[src/rtl/reg_file_mp_pkg.sv]
// Shared defaults for the multi-read-port register file.
package reg_file_mp_pkg;
   localparam int DEF_DATA_WIDTH = 32;
   localparam int DEF_ADDR_WIDTH = 5;
   localparam int DEF_NUM_RD     = 2;
   localparam int ZERO_ADDR      = 0;
endpackage

[src/rtl/reg_file_rd_port.sv]
// One registered read port: address select, optional write bypass, output registers.
// Optional feature: REG_FILE_MP_BYPASS_EN forwards a same-cycle write into the read.
module reg_file_rd_port
   import reg_file_mp_pkg::*;
#(
   parameter int DATA_WIDTH = DEF_DATA_WIDTH,
   parameter int ADDR_WIDTH = DEF_ADDR_WIDTH,
   parameter int ZERO_REG   = 1
) (
   input  logic                  CLK,
   input  logic                  RST,
   input  logic                  rd_en,
   input  logic [ADDR_WIDTH-1:0] rd_addr,
   input  logic [DATA_WIDTH-1:0] mem [2**ADDR_WIDTH],
   input  logic [2**ADDR_WIDTH-1:0] busy_vec,
   input  logic                  wr_en,
   input  logic [ADDR_WIDTH-1:0] wr_addr,
   input  logic [DATA_WIDTH-1:0] wr_data,
   input  logic                  rsv_en,
   input  logic [ADDR_WIDTH-1:0] rsv_addr,
   output logic [DATA_WIDTH-1:0] rd_data,
   output logic                  rd_busy,
   output logic                  rd_valid
);
   localparam logic [ADDR_WIDTH-1:0] ZA = ADDR_WIDTH'(ZERO_ADDR);

   logic [DATA_WIDTH-1:0] nxt_data;
   logic                  nxt_busy;

   always_comb begin
      nxt_data = mem[rd_addr];
      nxt_busy = busy_vec[rd_addr];
`ifdef REG_FILE_MP_BYPASS_EN
      // wr_en/rsv_en arrive already qualified, so a hit here is a real update
      if (wr_en && (wr_addr == rd_addr)) begin
         nxt_data = wr_data;
         nxt_busy = rsv_en && (rsv_addr == rd_addr);
      end
`endif
      if ((ZERO_REG != 0) && (rd_addr == ZA)) begin
         nxt_data = '0;
         nxt_busy = 1'b0;
      end
   end

`ifndef REG_FILE_MP_BYPASS_EN
   logic unused_bypass;
   assign unused_bypass = ^{wr_en, wr_addr, wr_data, rsv_en, rsv_addr};
`endif

   always_ff @(posedge CLK or posedge RST) begin
      if (RST) begin
         rd_data  <= '0;
         rd_busy  <= 1'b0;
         rd_valid <= 1'b0;
      end else begin
         rd_valid <= rd_en;
         if (rd_en) begin
            rd_data <= nxt_data;
            rd_busy <= nxt_busy;
         end
      end
   end
endmodule

[src/rtl/reg_file_mp.sv]
// Register file: one write port, NUM_RD registered read ports, busy scoreboard.
// Optional feature: REG_FILE_MP_BYPASS_EN (same-cycle write-to-read forwarding).
module reg_file_mp
   import reg_file_mp_pkg::*;
#(
   parameter int DATA_WIDTH = DEF_DATA_WIDTH,
   parameter int ADDR_WIDTH = DEF_ADDR_WIDTH,
   parameter int NUM_RD     = DEF_NUM_RD,
   parameter int ZERO_REG   = 1
) (
   input  logic                         CLK,
   input  logic                         RST,
   input  logic [NUM_RD-1:0]            RD_EN,
   input  logic [NUM_RD*ADDR_WIDTH-1:0] RD_ADDR,
   output logic [NUM_RD*DATA_WIDTH-1:0] RD_DATA,
   output logic [NUM_RD-1:0]            RD_VALID,
   output logic [NUM_RD-1:0]            RD_BUSY,
   input  logic                         WR_EN,
   input  logic [ADDR_WIDTH-1:0]        WR_ADDR,
   input  logic [DATA_WIDTH-1:0]        WR_DATA,
   input  logic                         RSV_EN,
   input  logic [ADDR_WIDTH-1:0]        RSV_ADDR,
   output logic                         RSV_READY
);
   localparam int DEPTH = 2**ADDR_WIDTH;
   localparam logic [ADDR_WIDTH-1:0] ZA = ADDR_WIDTH'(ZERO_ADDR);

   logic [DATA_WIDTH-1:0] mem [DEPTH];
   logic [DEPTH-1:0]      busy;
   logic                  wr_zero, rsv_zero, wr_do, rsv_do;

   assign wr_zero   = (ZERO_REG != 0) && (WR_ADDR == ZA);
   assign rsv_zero  = (ZERO_REG != 0) && (RSV_ADDR == ZA);
   assign RSV_READY = rsv_zero || !busy[RSV_ADDR] || (WR_EN && (WR_ADDR == RSV_ADDR));
   assign wr_do     = WR_EN && !wr_zero;
   assign rsv_do    = RSV_EN && RSV_READY && !rsv_zero;

   // Reservation is applied after the write so it wins on a shared address
   always_ff @(posedge CLK or posedge RST) begin
      if (RST) begin
         for (int i = 0; i < DEPTH; i++) mem[i] <= '0;
         busy <= '0;
      end else begin
         if (wr_do) begin
            mem[WR_ADDR]  <= WR_DATA;
            busy[WR_ADDR] <= 1'b0;
         end
         if (rsv_do) busy[RSV_ADDR] <= 1'b1;
      end
   end

   for (genvar p = 0; p < NUM_RD; p++) begin : g_rd
      reg_file_rd_port #(
         .DATA_WIDTH (DATA_WIDTH),
         .ADDR_WIDTH (ADDR_WIDTH),
         .ZERO_REG   (ZERO_REG)
      ) u_port (
         .CLK      (CLK),
         .RST      (RST),
         .rd_en    (RD_EN[p]),
         .rd_addr  (RD_ADDR[p*ADDR_WIDTH +: ADDR_WIDTH]),
         .mem      (mem),
         .busy_vec (busy),
         .wr_en    (wr_do),
         .wr_addr  (WR_ADDR),
         .wr_data  (WR_DATA),
         .rsv_en   (rsv_do),
         .rsv_addr (RSV_ADDR),
         .rd_data  (RD_DATA[p*DATA_WIDTH +: DATA_WIDTH]),
         .rd_busy  (RD_BUSY[p]),
         .rd_valid (RD_VALID[p])
      );
   end
endmodule
[config.mk]
export PLATFORM = sky130hd
export DESIGN_NAME = reg_file_mp
export DESIGN_NICKNAME = d
export VERILOG_FILES = /design/src/rtl/reg_file_mp_pkg.sv /design/src/rtl/reg_file_rd_port.sv /design/src/rtl/reg_file_mp.sv
export SDC_FILE = /design/constraint.sdc
export NUM_CORES = 2
export LEC_CHECK = 0
export ABC_AREA = 1
export CORE_MARGIN = 4
export CORE_UTILIZATION = 63
export DETAILED_ROUTE_END_ITERATION = 6
export HOLD_SLACK_MARGIN = 0.03
export PLACE_DENSITY = 0.81
export SYNTH_ARGS = -nofsm -noshare
export SYNTH_HDL_FRONTEND = slang
export SYNTH_SLANG_ARGS = --single-unit
[constraint.sdc]
create_clock -name CLK -period 42.2 [get_ports CLK]
set_clock_uncertainty 0.05 [all_clocks]
set_input_delay 4.22 -clock CLK [delete_from_list [all_inputs] [get_ports CLK]]
set_output_delay 4.22 -clock CLK [all_outputs]
set_load 0.02 [all_outputs]
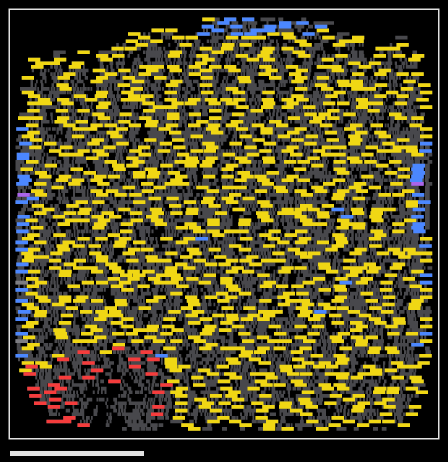
Figure 1: sequential cells colored by netlist name.
Bar = 100 µm.
- mem: yellow (placed flops 1024; where widely spread)
- g_rd.u_port.rd_valid: purple (placed flops 2)
- g_rd.u_port.rd_data: blue (placed flops 64; where widely spread)
- busy: red (placed flops 32; where bottom left)
- not colored: 2
area of all sequential standard cells: 0.0281 mm²
sequential share of cell area: 0.430
Post-Route Utilization: 0.686
flip-flop and latch power: 1420 µW

==> notes.org <==
#+TITLE: Implementation results

** Detailed routing
- In the final routed layout, each cell accounts on average for 24.1 µm.
- Vias per cell :: 6.51
- The routed layout reports a DRC error count of 8.
- DRC marker count from the first detailed-route iteration :: 9701
- Initial DRT Pass Iterations :: 7
- The wire length recorded after detailed routing is 226000 µm.
- Antenna Nets Post-Route :: 0

** Logic synthesis
- At floorplan, the net count of the design was reported as 8455.
- Counting the warning lines in the Yosys log gives 0.
- The synthesized netlist was found by Yosys to have 8397 cells.
- Flop and latch count out of synthesis :: 1124
- Of the post-synthesis cell area, the dominant cell type holds 0.463.
- Number of library cell types mapped by synthesis :: 28
- In this run the mean area of a mapped cell was 7.23 µm².
- After synthesis the cells add up to 0.0607 mm².
- Of all cell types, the one taking the most synthesized area is sky130_fd_sc_hd__dfrtp_1.

** Layout
- The area taken by multi-input combinational cells is reported as 0.0277 mm².
- The filler cells instantiated in the layout total 7889.
- The layout summary lists the proportion of cells stronger than drive strength 1 as 0.0469.
- Commonest Layout Cell :: sky130_fd_sc_hd__nand2_1
- Flip-flop count of the largest register, all copies and words added :: 1024
- Per the cell usage report, the commonest logic cells after layout are 2654 x sky130_fd_sc_hd__nand2_1, 1604 x sky130_fd_sc_hd__o21ai_0, 1124 x sky130_fd_sc_hd__dfrtp_1.
- Leading registers by flop count :: mem: 1024 flops, g_rd.u_port.rd_data: 64 flops, busy: 32 flops
- Syn-to-layout area delta :: 7.65%

** Hold path
- The path with the worst hold slack has its endpoint at mem[1012].
- Hold Startpoint :: mem[1012]
- The worst hold path was traced through 0 stages.

** Clocking
- Quantity of hold-fixing buffers added after cts :: 0
- CTS sink cnt :: 1124
- TritonCTS built the clock tree.
- Looking at the post-CTS report, the setup buffer insertion count equals 0.
- After clock tree synthesis, the clock-pin slew on the worst setup and hold paths is 0.06 ns.
- Clock tree root driver cell :: sky130_fd_sc_hd__clkbuf_16

** Place
- Number of buffers inserted by port buffering :: 126
- At the end of routability-driven placement, the weighted congestion stood at 0.911.
- Per the post-place timing report, worst setup slack is 30.89 ns.

** Timing
- Final Max Tran Viols :: 0
- Hold Fails Final Rpt :: 0
- Setup repair after global routing left no endpoint under its margin.
- Total of endpoints with negative setup slack in the final report :: 0
- Hold timing on the final database bottoms out at a slack of 0.328 ns.
- After routing, the total negative slack on setup checks comes to 0 ns.
- Counting I/O delays and the setup requirement, the final critical path takes 11.36 ns.
- Setup slack closes at 30.84 ns.
- Relative slew slack :: 0.159

** Setup path
- The critical path goes through clkdlybuf4s50_1, inv_1, nand2_1, nand2_1, nand2_1, nand2_1, nand2_1, nand2_1, nor2_1, nand2_1, nand3_1, clkdlybuf4s50_1.
- The launch point of the worst register-to-register path is recorded as busy[8].
- Per the timing report, the biggest fanout along the worst path comes to 25.
- OpenSTA lists the critical path startpoint as RSV_ADDR[0].
- CP arrival :: 7.09 ns
- Per the OpenROAD timing report, the critical path contains 12 cells.
- Reg2Reg Setup Slack :: 40.21 ns
- By instance count, the cell type seen most on the critical path is sky130_fd_sc_hd__nand2_1.
- For the worst reg-to-reg path, the endpoint reported by OpenROAD is busy[1].
- Path type of the worst setup path :: input pin to primary output
- Data on the critical path is required at its endpoint by 37.93 ns.
- For this design, the slowest cell found on the critical path is sky130_fd_sc_hd__clkdlybuf4s50_1.
- End of the critical path :: RSV_READY
- Max stage delay on crit path :: 1.05 ns
- Number of buffers and inverters on the critical path :: 3
- Startpoint kind of the worst setup timing path :: input pin

** Die
- Number of placed I/O pins :: 127
- In the floorplan report the effective utilization is 0.637.
- Vertical die dimension :: 318 µm
- In this run the standard cell core region covers 0.0953 mm².

** GRT
- Maximum number of pins on one net before global-route repair :: 210
- GRT met3 Usage :: 0.128
- Overall track demand over capacity in global routing :: 0.436
- The via count of the first global-routing pass came to 57107.
- The first global-routing pass estimated 342000 µm of wire.
- Busiest layer in global routing :: met2
- Remaining global-route overflow :: 0

** Status
- Failing checks :: design-rule violations
- The flow ran to the end, but the final reports show violations.

** Job
- Max cap viols :: 0
- OpenROAD emitted warnings numbering 60.

** Power and ir drop
- Summed over all cells, the static leakage comes to 0.0299 µW.
- Maximum ir drop on the vdd rail :: 0.0484 mV
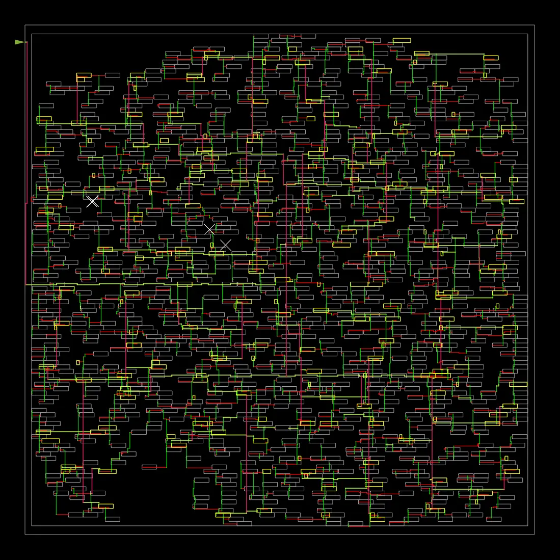
Figure 2: the clock network.
flip-flops: 1124
power dissipated in the clock network: 1130 µW
number of clock buffers in the layout: 164
TritonCTS buffer count: 118
clk latency late pin: 0.73 ns

-- final cells by class --
| type | instances | area share |
|---|---|---|
| timing repair buffer | 216 | 0.0306 |
| clock buffer | 164 | 0.0520 |
| clock inverter | 58 | 0.0123 |
| tap | 1265 | 0.0242 |
| multi-input combinational | 6075 | 0.424 |
| sequential | 1124 | 0.430 |
| inverter | 443 | 0.0259 |
| antenna | 19 | 0.000728 |
-- report_power, final --
part	internal (µW)	total [µW]	switching [µW]
combinational	206	591	385
clock	676	1130	459
sequential	1280	1420	141
-- worst reg2reg max path, delay by kind of cell, from the launching register on --
family / cells / cell delay, ns
AND/OR/NAND/NOR: 9 / 1.25
buffers and inverters: 1 / 0.15
flip-flops: 1 / 0.39
AND-OR/OR-AND: 1 / 0.10
-- per-layer routing --
layer	vias to the layer above	routed length (µm)
li1	26819	-
met1	28093	78800
met2	4855	93600
met3	1200	34500
met4	4	19100
met5	-	22
-- synthesized netlist by cell type, drive strengths merged --
| cell type | number |
|---|---|
| nand2 | 2684 |
| o21ai | 1730 |
| dfrtp | 1124 |
| nand3 | 514 |
| clkbuf | 462 |
| inv | 440 |
| a21oi | 437 |
| nor2 | 322 |
| buf | 293 |
| o211ai | 276 |
| a21boi | 56 |
| nor3 | 29 |
| o22ai | 13 |
| or2 | 12 |
| clkinv | 3 |
| nand4 | 1 |
| o31ai | 1 |
-- through the flow --
| stage | area [µm²] | cells |
|---|---|---|
| 2_1_floorplan | 60700 | 8397 |
| 3_3_place_gp | 61100 | 9123 |
| 3_5_place_dp | 61100 | 9123 |
| 4_1_cts | 65300 | 9345 |
| 5_1_grt | 65300 | 9359 |
| 6_report | 65300 | 9364 |
-- cells by family after synthesis --
logic type | synth area share
flip-flops | 0.463
AND/OR/NAND/NOR | 0.233
buffers and inverters | 0.0821
AND-OR/OR-AND | 0.221
Power is estimated from default activity; no workload was simulated.
